--- config.mk ---
export PLATFORM = sky130hd
export DESIGN_NAME = register_file
export DESIGN_NICKNAME = d
export VERILOG_FILES = /design/src/rtl/riscv_pkg.sv /design/src/rtl/register_file.sv
export SDC_FILE = /design/constraint.sdc
export NUM_CORES = 2
export LEC_CHECK = 0
export ABC_AREA = 1
export CORE_ASPECT_RATIO = 0.5
export CORE_MARGIN = 3
export CORE_UTILIZATION = 23
export CTS_BUF_LIST = sky130_fd_sc_hd__clkbuf_8
export CTS_CLUSTER_DIAMETER = 60
export DETAILED_ROUTE_END_ITERATION = 10
export GPL_ROUTABILITY_DRIVEN = 0
export GPL_TIMING_DRIVEN = 0
export PLACE_DENSITY = 0.4
export SETUP_SLACK_MARGIN = 0.05
export SYNTH_ARGS = -nofsm -noshare
export SYNTH_HDL_FRONTEND = slang
export SYNTH_SLANG_ARGS = --single-unit
--- constraint.sdc ---
create_clock -name clk -period 2.1 [get_ports clk]
set_input_delay 0.42 -clock clk [delete_from_list [all_inputs] [get_ports clk]]
set_output_delay 0.42 -clock clk [all_outputs]
set_load 0.005 [all_outputs]
--- src/rtl/riscv_pkg.sv ---
// Shared RISC-V core definitions.
// Architectural widths and common datapath types.
package riscv_pkg;

  localparam int XLEN       = 32;
  localparam int NUM_REGS   = 32;
  localparam int REG_ADDR_W = 5;

  typedef logic [XLEN-1:0]       word_t;
  typedef logic [REG_ADDR_W-1:0] reg_addr_t;

endpackage

--- src/rtl/register_file.sv ---
// RISC-V integer register file: 2 async read, 1 sync write.
// x0 has no storage and always reads as zero.
module register_file
  import riscv_pkg::*;
#(
  parameter int XLEN     = riscv_pkg::XLEN,
  parameter int NUM_REGS = riscv_pkg::NUM_REGS,
  parameter int ADDR_W   = riscv_pkg::REG_ADDR_W
) (
  input  logic              clk,
  input  logic              rst_n,
  input  logic              wr_en,
  input  logic [ADDR_W-1:0] wr_reg,
  input  logic [XLEN-1:0]   wr_data,
  input  logic [ADDR_W-1:0] rd_reg_1,
  input  logic [ADDR_W-1:0] rd_reg_2,
  output logic [XLEN-1:0]   rd_data_1,
  output logic [XLEN-1:0]   rd_data_2
);

  word_t regs_q [1:NUM_REGS-1];
  logic  wr_ok;

  assign wr_ok = wr_en && (wr_reg != '0);

  always_ff @(posedge clk or negedge rst_n) begin
    if (!rst_n) begin
      for (int i = 1; i < NUM_REGS; i++) begin
        regs_q[i] <= '0;
      end
    end else if (wr_ok) begin
      regs_q[wr_reg] <= wr_data;
    end
  end

  // No bypass: forwarding belongs to the pipeline.
  assign rd_data_1 = (rd_reg_1 == '0) ? '0 : regs_q[rd_reg_1];
  assign rd_data_2 = (rd_reg_2 == '0) ? '0 : regs_q[rd_reg_2];

endmodule

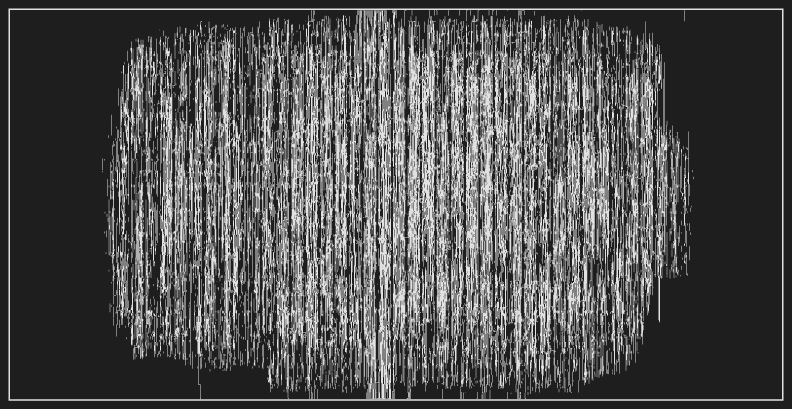
*M2 wires*
wire length on this layer: 152 mm
main direction: vertical
nets with wire on the layer: 7151
longest straight run: 174 um
share of all routed wire: 41%

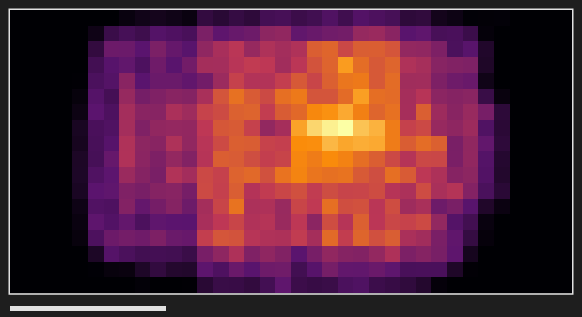
*Signal metal coverage by tile*
Scale bar: 200 um. The die is cut into 36 by 18 equal tiles; black is low, pale yellow is high, scaled to the fullest tile. Values are wire area over tile area, all layers added.
fullest tile: 0.89
mean over tiles: 0.25
nearly empty tiles: 28%
densest ninth of the die: middle
emptiest ninth of the die: bottom left

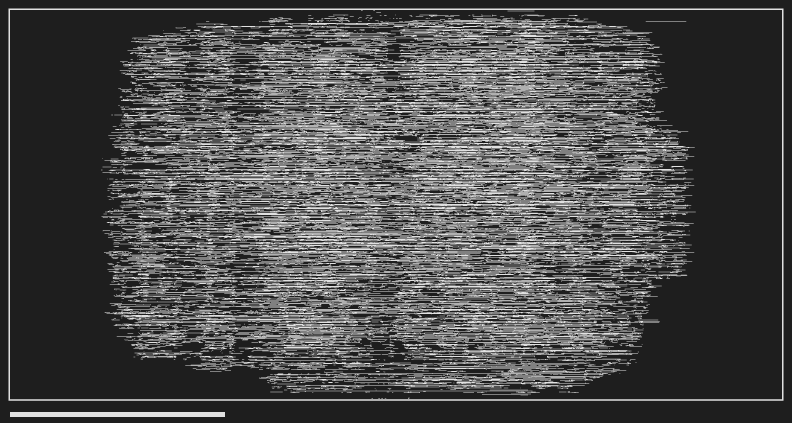
*Met1 routing*
Scale bar: 200 um.
wire length on this layer: 156 mm
nets with wire on the layer: 9189

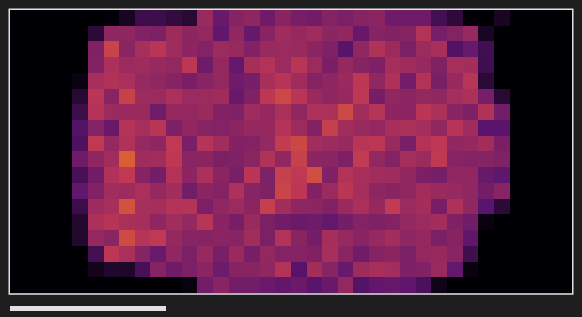
*Cell area per tile*
Scale bar: 200 um. The die is cut into 36 by 18 equal tiles; black is low, pale yellow is high, 0 to 100% covered.
fullest tile: 62%
nearly empty tiles: 27%
mean over tiles: 27%
emptiest ninth of the die: bottom right

==> impl_metrics.toml <==
# physical design summary
[status]
outcome = "finished, violations left"
violations = "hold timing, setup timing"

[power_and_ir_drop]
vdd_drop_max_v = 0.000538
fin_total_pwr_mw = 63.6
p_clk_share_pct = 31.5
power_leader = "sequential cells"
powerDensity_nw_per_um2 = 849
p_sw_mw = 24.7
seq_power_share_pct = 40.6
p_clk_mw = 20.0
comb-power_mw = 17.8
p_leak_nw = 38.3

[yosys]
yosys_warnings = 0
aoi_share_pct = 6.90
common_cells = "nand2_1, nand3_1, dfrtp_1"
syn_avg_cell_area_sq_um = 6.32
xor_area_share_pct = 0
synthFlopType = "dfrtp_1"
synth.comb.largest_family = "simple AND/OR/NAND/NOR gates"
synth_cells = 9261
top_area_share_pct = 42.4
yosys_area_sq_um = 58600
yosys.cell_count.top_type = "nand2_1"
yosys-top-cells-area = "dfrtp_1, nand2_1, nand3_1, inv_1, o21ai_0"
edf_count = 0
simple_gate_area_share_pct = 40.6
top_area_cell = "dfrtp_1"
synth_nets = 9311

[finish]
regMostFlops = "regs_q"
seq_share_pct = 33.2
comb_area_sq_um = 31700
final_cells = 13220
clkbuf_count = 228
logic_gate_count = 6745
largest_reg_flops = 992
clkCellAreaFrac_pct = 4.80
buffers = 922
comb_share_pct = 42.3
fin_area_sq_um = 74900
lay_top_cells = "nand2_1, dfrtp_1, nand3_1, inv_1, o21ai_0"

[worst_setup_path]
start_kind = "input pin"
crit_arrival_ns = 2.44
cp-startpoint = "rd_reg_2[0]"
max_stage_delay_ns = 0.50
worst-path-stages = 9
critPathCapture = "rd_data_2[31]"
cp_cell_sequence = "buf_8 > nor2_2 > clkbuf_2 > a21oi_1 > nand3_1 > nand3_1 > nand3_1 > nand2_8 > buf_6"
crit_path_end_kind = "output pin"
crit_type = "in2out"
cp_slowest_cell = "nor2_2"
crit_buf_inv = 3

[timing]
fin_ws_ns = -0.759
max_freq_mhz = 350
hold_viol = 215
fin_setup_tns_ns = -41.45
hold_slack_ns = -0.649
clock_skew_ns = 0
tightest_slew_ns = 1.25
setup_viol = 73

[global_routing]
met2_usage_pct = 40.4
grt_pass1_wl_um = 506000
antenna_found_initial = 27
grt_use_met3_pct = 8.72
grt_pass1_vias = 62321
gr-usage-met1_pct = 36.8

[routing]
drt_wl_total_um = 373000
vias_per_cell = 5.04
routedWlPerCell_um = 28.2
highest_layer = "met5"
met3_length_um = 44300

[clocking]
ctsHoldBuffers = 1
htreeDepth = 4
cts.path.max_buffers = 4
clkTransAtPathRegs_ns = 0.07
cts_resized = 1823

[placed_design]
dpl.hpwl_um = 272000
place_inst = 12743
post-place-ws_ns = -3.21

[floorplanning]
die_y_um = 363
n_tap_cell = 3366
io_pins = 114
core_area_sq_um = 252000
fp_util_pct = 23.2
